==> src/rtl/accu_op_sequencer.sv <==
// accu_op_sequencer: queues accumulator commands and replays each one as rpt+1 clock-enabled cycles, then returns the captured result.
// Optional macro SEQ_CY_STOP_EN: a raised carry ends a command's burst early.
`ifndef DATA_WIDTH
`define DATA_WIDTH 8
`endif
`ifndef OP_CODE_WIDTH
`define OP_CODE_WIDTH 4
`endif

module accu_op_sequencer #(
  parameter int data_width    = `DATA_WIDTH,
  parameter int op_code_width = `OP_CODE_WIDTH,
  parameter int fifo_depth    = 4
) (
  input  logic                     clk,
  input  logic                     rst,
  input  logic                     cmd_valid,
  output logic                     cmd_ready,
  input  logic [op_code_width-1:0] cmd_op,
  input  logic [data_width-1:0]    cmd_data,
  input  logic [3:0]               cmd_rpt,
  output logic [op_code_width-1:0] opcode,
  output logic                     acc_ce,
  output logic [data_width-1:0]    data_out,
  input  logic [data_width-1:0]    acc_data,
  input  logic                     acc_cy,
  output logic                     res_valid,
  input  logic                     res_ready,
  output logic [data_width-1:0]    res_data,
  output logic                     res_cy,
  output logic [4:0]               res_cnt,
  output logic                     busy
);
  localparam int aw = (fifo_depth > 1) ? $clog2(fifo_depth) : 1;
  localparam int cw = aw + 1;
  localparam logic [cw-1:0] cnt_full = cw'(fifo_depth);

  typedef enum logic [2:0] {IDLE, LOAD, EXEC, CAPT, RESP} state_t;
  state_t state;

  logic [op_code_width-1:0] q_op   [fifo_depth];
  logic [data_width-1:0]    q_data [fifo_depth];
  logic [3:0]               q_rpt  [fifo_depth];
  logic [aw-1:0]            wr_ptr, rd_ptr;
  logic [cw-1:0]            count;
  logic                     push, pop, cy_stop, ce_q;
  logic [3:0]               remaining;
  logic [4:0]               issued;

  // Full is judged on the registered count only, so a same-cycle pop never reopens the queue.
  assign cmd_ready = (count != cnt_full);
  assign push      = cmd_valid & cmd_ready;
  assign pop       = (state == LOAD);
  assign busy      = (state != IDLE) | (count != '0);

`ifdef SEQ_CY_STOP_EN
  assign cy_stop = (issued != 5'd0) & acc_cy;
`else
  assign cy_stop = 1'b0;
`endif
  assign acc_ce = ce_q & ~cy_stop;

  always_ff @(posedge clk) begin
    if (push) begin
      q_op[wr_ptr]   <= cmd_op;
      q_data[wr_ptr] <= cmd_data;
      q_rpt[wr_ptr]  <= cmd_rpt;
    end
  end

  always_ff @(posedge clk) begin
    if (rst) begin
      state     <= IDLE;
      wr_ptr    <= '0;
      rd_ptr    <= '0;
      count     <= '0;
      ce_q      <= 1'b0;
      opcode    <= '0;
      data_out  <= '0;
      remaining <= '0;
      issued    <= '0;
      res_valid <= 1'b0;
      res_data  <= '0;
      res_cy    <= 1'b0;
      res_cnt   <= '0;
    end else begin
      // Pointers wrap naturally because the depth is a power of two.
      if (push) wr_ptr <= wr_ptr + 1'b1;
      if (pop)  rd_ptr <= rd_ptr + 1'b1;
      case ({push, pop})
        2'b10:   count <= count + 1'b1;
        2'b01:   count <= count - 1'b1;
        default: count <= count;
      endcase

      case (state)
        IDLE: if (count != '0) state <= LOAD;
        LOAD: begin
          opcode    <= q_op[rd_ptr];
          data_out  <= q_data[rd_ptr];
          remaining <= q_rpt[rd_ptr];
          issued    <= '0;
          ce_q      <= 1'b1;
          state     <= EXEC;
        end
        EXEC: begin
          if (cy_stop) begin
            ce_q  <= 1'b0;
            state <= CAPT;
          end else begin
            issued <= issued + 1'b1;
            if (remaining == 4'd0) begin
              ce_q  <= 1'b0;
              state <= CAPT;
            end else begin
              remaining <= remaining - 1'b1;
            end
          end
        end
        CAPT: begin
          res_data  <= acc_data;
          res_cy    <= acc_cy;
          res_cnt   <= issued;
          res_valid <= 1'b1;
          state     <= RESP;
        end
        RESP: begin
          if (res_ready) begin
            res_valid <= 1'b0;
            state     <= (count != '0) ? LOAD : IDLE;
          end
        end
        default: state <= IDLE;
      endcase
    end
  end
endmodule

==> config.mk <==
export PLATFORM = sky130hd
export DESIGN_NAME = accu_op_sequencer
export DESIGN_NICKNAME = d
export VERILOG_FILES = /design/src/rtl/accu_op_sequencer.sv
export SDC_FILE = /design/constraint.sdc
export NUM_CORES = 1
export LEC_CHECK = 0
export CAP_MARGIN = 0
export CORE_AREA = 3 3 109 90
export DETAILED_ROUTE_END_ITERATION = 8
export DIE_AREA = 0 0 112 93
export GPL_TIMING_DRIVEN = 0
export PLACE_DENSITY = 0.77
export SYNTH_ARGS = -nofsm -noshare
export SYNTH_HDL_FRONTEND = slang
export SYNTH_SLANG_ARGS = --single-unit
==> constraint.sdc <==
create_clock -name clk -period 2.8 [get_ports clk]
set_clock_uncertainty 0.05 [all_clocks]
set_input_delay 0.56 -clock clk [delete_from_list [all_inputs] [get_ports clk]]
set_output_delay 0.56 -clock clk [all_outputs]
set_load 0.005 [all_outputs]
### Layout detail, run 1

Region (41, 32) to (71, 62) µm. Cells in grey, sequential cells in the stronger grey; small squares are vias.
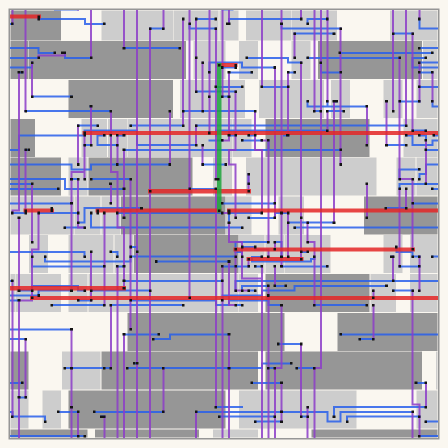
legend:
  M1:
    colour: blue
  M3:
    colour: red
  M4:
    colour: green
  M2:
    colour: purple
cells with their middle in the window: 62
sequential cells in the window: 14
most frequent: nor2_1 (10), dfxtp_1 (9)
netlist names of flops here include: q_rpt (4), count (3), issued (2)

### Logic cells by family, run 1

(3 px per µm)
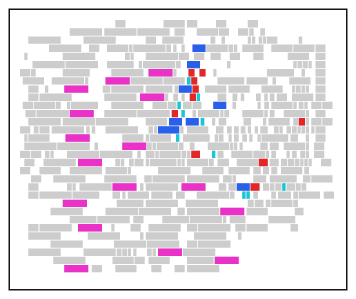
legend:
  inv cells:
    colour: cyan
    cells: 10
  and/or cells:
    colour: red
    cells: 10
  mux cells:
    colour: magenta
    cells: 16
  fa/ha/maj cells:
    colour: blue
    cells: 8
Commonest Layout Cell: edfxtp_1
combinational share of cell area: 23.8%
Non-Filler Instances: 541

==> results.txt, run 1 <==
fresh numbers from the pnr run: outcome=finished, final reports clean, Ant. Diodes=0, switching part of the total power=28.5%, die area=10400 µm², post_cts resized=0, Leak Pwr=1.94 nW, Top Metal Used=met4, Post-Syn Area=approximately 4400 µm², fraction of layout cells with a size suffix above 1=approximately 15%, die y size=93 µm, Largest regs=q_data: 32 flops, q_op: 16 flops, q_rpt: 16 flops, post-route cell area=5670 µm², Async S/R FF share, synth=0%, drt first pass iters=4, min cycle time layout=roughly 2.5 ns, Reg power frac=39.5%, Slew HR=39.6%, Worst-path clk slew=0.05 ns, CTS tree=built, worst hold stages=2, top cells, area=edfxtp_1, dfxtp_1, mux4_2, floorplan utilization=49.4%, Cells after Synth=336, drt drc=0, CP required=between 3 and 4 ns, synthesized area per cell=13.1 µm², post-route ant nets=0, CP cell instances=or3b_1 -> and2_1 -> inv_1 -> ha_1 -> inv_1 -> fa_1 -> xor2_1 -> or3_1 -> a21oi_1, Buffers on Ports=~57, initial antenna violation count=0, placed cell count=508, power in the clock group=0.00201 W, Logic pwr share=22.9%, Most Frequent Cell on Critical Path=inv_1, synth warn=0, cycle use final=approximately nine tenths, placer congestion estimate=0.797, WP depth=9, Top-area cell share=around 44%, M1 WL=4000 µm, clock share of power=37.6%
### Wiring heat map, run 1

(2 px per µm) The die is cut into 22 by 19 equal tiles; dark purple is low, yellow is high, scaled to the fullest tile. Values are wire area over tile area, all layers added.
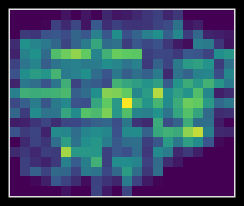
fullest tile: 0.46
tiles over half the peak: 19%
nearly empty tiles: 16%
mean over tiles: 0.14
densest ninth of the die: middle
via count: 2858
gr usage total: 18.9%
post-DR wirelength/cell: 16.8 µm
drt total wl: 9070 µm

### Cell placement, run 1

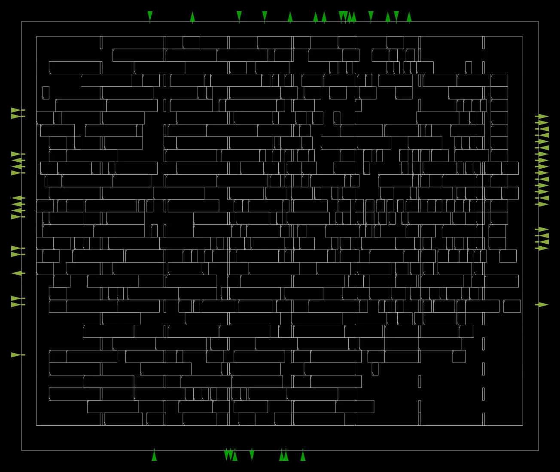
fill count: 678
Final Util: 63.9%
Core Box Area: 8880 µm²

==> run 1: layer usage <==
layer | vias to the layer above | GRT usage, %
met5 | - | 0
li1 | 1370 | -
met3 | 6 | 5.43
met4 | 0 | 7.11
met2 | 95 | 30.5
met1 | 1387 | 24.5
==> run 1: per-stage QoR <==
stage               total power, W  utilization [%]  setup WS [ns]  hold slack [ns]
floorplan                  0.00296                -          0.460            0.387
global placement           0.00333             57.5          0.205            0.393
detailed placement         0.00337             57.5          0.138            0.399
CTS                        0.00540             63.8          0.159            0.407
global route               0.00562             63.9         0.0995            0.426
finish                     0.00534             63.9          0.279            0.405
==> run 1: area by class of cell <==
cell class	count	area [µm²]	share of cell area, %
clock inverters	13	139	2.45
well taps	115	144	2.54
plain buffers	17	91.3	1.61
clock buffers	19	422	7.43
inverters	10	37.5	0.662
flip-flops and latches	113	2900	51.2
multi-input cells	195	1350	23.8
repair buffers	59	586	10.3
==> run 1: synthesized netlist by cell type, drive strengths merged (6+ instances only) <==
cell    instances
a21oi          40
buf            10
clkbuf          8
dfxtp          49
edfxtp         64
ha              7
inv            10
mux4           16
nand2          58
nand3           6
nor2           24
==> run 1: cells in the final DEF (no fill, tap or decap), types with 3 or more instances in the layout <==
cell and count:
ha_1 7, clkbuf_16 16, a21oi_1 39, nand2_1 58, clkbuf_1 10, xor2_1 4, clkdlybuf4s50_1 57, nor2_1 22
buf_2 4, nor3_1 3, clkinvlp_4 4, o21ai_0 4, inv_1 9, nand2b_1 3, and3_1 5, mux4_2 16
nand3_1 6, dfxtp_1 49, buf_4 4, a211oi_1 5, edfxtp_1 64
==> run 2, diff against run 1 <==
--- a/config.mk
+++ b/config.mk
@@ -8,7 +8,8 @@
 export CAP_MARGIN = 0
-export CORE_AREA = 3 3 109 90
+export CORE_AREA = 3 3 105 87
+export CTS_CLUSTER_SIZE = 16
 export DETAILED_ROUTE_END_ITERATION = 8
-export DIE_AREA = 0 0 112 93
+export DIE_AREA = 0 0 108 90
 export GPL_TIMING_DRIVEN = 0
-export PLACE_DENSITY = 0.77
+export PLACE_DENSITY = 0.82
 export SYNTH_ARGS = -nofsm -noshare
==> constraint.sdc (replaced) <==
create_clock -name clk -period 2.8 [get_ports clk]
set_clock_uncertainty 0.05 [all_clocks]
set_input_delay 0.84 -clock clk [delete_from_list [all_inputs] [get_ports clk]]
set_output_delay 0.84 -clock clk [all_outputs]
set_load 0.005 [all_outputs]
### Logic cells by family, run 2

(3 px per µm)
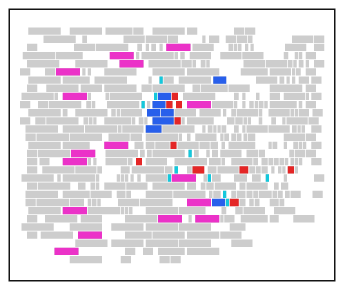
legend:
  mux cells:
    colour: magenta
    cells: 16
  fa/ha/maj cells:
    colour: blue
    cells: 8
  inv cells:
    colour: cyan
    cells: 10
  and/or cells:
    colour: red
    cells: 10
    where: middle
combinational share of cell area: 23.7%
Non-Filler Instances: 533

### Wiring heat map, run 2

(2 px per µm) The die is cut into 22 by 18 equal tiles; dark purple is low, yellow is high, scaled to the fullest tile. Values are wire area over tile area, all layers added.
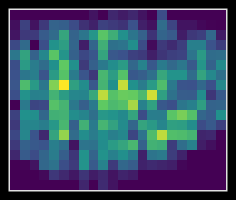
densest ninth of the die: middle
fullest tile: 0.47
nearly empty tiles: 16%
emptiest ninth of the die: bottom right
tiles over half the peak: 22%
mean over tiles: 0.15
drt total wl: 9030 µm
post-DR wirelength/cell: 16.9 µm

==> results.txt, run 2 <==
fresh numbers from the pnr run: top cells, area=edfxtp_1, dfxtp_1, mux4_2, WP depth=3 (-6), via count=2857 (-0.035%), Synth top cells by count=edfxtp_1, nand2_1, dfxtp_1, busiest grt layer=met2, floorplan utilization=54.7% (+5.3 points), Logic pwr share=22.7% (-0.2 points), Async S/R FF share, synth=0% (unchanged), fraction of layout cells with a size suffix above 1=14.8% (-0.20 points), Buffers on Ports=57 (unchanged), die y size=90 µm (-3.2%), post-route ant nets=0 (unchanged), drt drc=0 (unchanged), min cycle time layout=2.71 ns (+0.185 ns), gr usage total=20.1% (+1.2 points), clock share of power=39.2% (+1.6 points), Largest regs=q_data: 32 flops, q_op: 16 flops, q_rpt: 16 flops, Commonest Layout Cell=edfxtp_1, Leak Pwr=1.96 nW (+1.2%), pre-CTS setup slack=-0.124 ns (-0.262 ns), Core Box Area=8020 µm² (-9.7%), die area=9720 µm² (-6.7%), M1 GR Usage=25.6% (+1.0 points), Worst-path clk slew=0.05 ns (about the same), CP required=1.91 ns (-1.27 ns), initial antenna violation count=0 (unchanged), final worst slack=0.0940 ns (-0.185 ns), synth warn=0 (unchanged), top-count cell post-synth=edfxtp_1, met2 Usage GRT=31.4% (+0.88 points), CTS tree=built, post_cts resized=0 (unchanged), outcome=finished, final reports clean, drt first pass iters=4 (unchanged), Final Util=71.2% (+7.3 points), Top-area cell share=43.8% (unchanged), worst hold stages=2 (unchanged), Cells after Synth=336 (unchanged)
### Layout detail, run 2

Region (39, 30) to (69, 60) µm. Cells in grey, sequential cells in the stronger grey; small squares are vias.
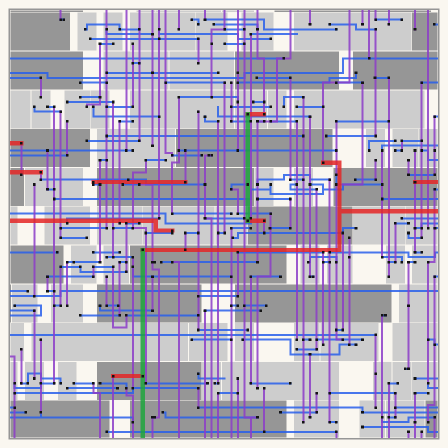
legend:
  M1:
    colour: blue
  M4:
    colour: green
  M3:
    colour: red
  M2:
    colour: purple
most frequent: nor2_1 (9), dfxtp_1 (9)
cells with their middle in the window: 67
sequential cells in the window: 14
netlist names of flops here include: q_rpt (4), count (3), issued (2)

==> run 2: cell counts after synthesis <==
No cell type changed its count.
==> run 2: area by class of cell <==
type,instances,area [µm²]
buffer,18,103
clock buffer,22,443
clock inverter,10,161
fill,534,2310
inverter,10,37.5
multi-input combinational,195,1360
sequential,113,2900
tap,108,135
timing repair buffer,57,571
==> run 2: cell families (layout without fill, tap and decap cells) <==
logic type,count (synthesis),in the layout,synth area share [%]
flops,113,113,66.1
simple gates,111,111,11.9
compound gates,54,54,6.96
buf+inv,28,117,3.11
mux,16,16,8.21
fa+ha+maj,8,8,2.45
xor+xnor,6,6,1.20
==> run 2: routing by layer <==
| layer | vias up | part of all wire (%) | wire, µm |
|---|---|---|---|
| li1 | 1360 | - | - |
| met1 | 1392 | 44 | 3960 |
| met2 | 91 | 49 | 4410 |
| met3 | 14 | 6.2 | 557 |
| met4 | 0 | 1.1 | 99 |
| met5 | - | 0 | 0 |
==> run 2: power groups by stage <==
| stage | logic (W) | registers, W | clock network, W |
|---|---|---|---|
| finish | 0.00126 | 0.00211 | 0.00217 |
| global route | 0.00140 | 0.00213 | 0.00229 |
| CTS | 0.00125 | 0.00210 | 0.00221 |
| detailed placement | 0.00123 | 0.00213 | 0 |
| global placement | 0.00119 | 0.00212 | 0 |
| floorplan | 0.000856 | 0.00210 | 0 |
==> run 2: stage by stage <==
stage                     setup TNS [ns]  total power, W  cells  hold WS (ns)
after floorplan                        0         0.00296    336         0.387
after global placement           -0.0960         0.00331    501         0.391
after detailed placement          -0.124         0.00336    501         0.398
after CTS                              0         0.00556    533         0.406
after global routing                   0         0.00581    533         0.423
final                                  0         0.00553    533         0.401
==> run 2: worst min-delay path: stages, from the launching register on <==
cell and delay [ns]:
dfxtp_1 0.30, nand2_1 0.05, a21oi_1 0.05
No activity file was given, so power comes from the tool's default toggle rates.
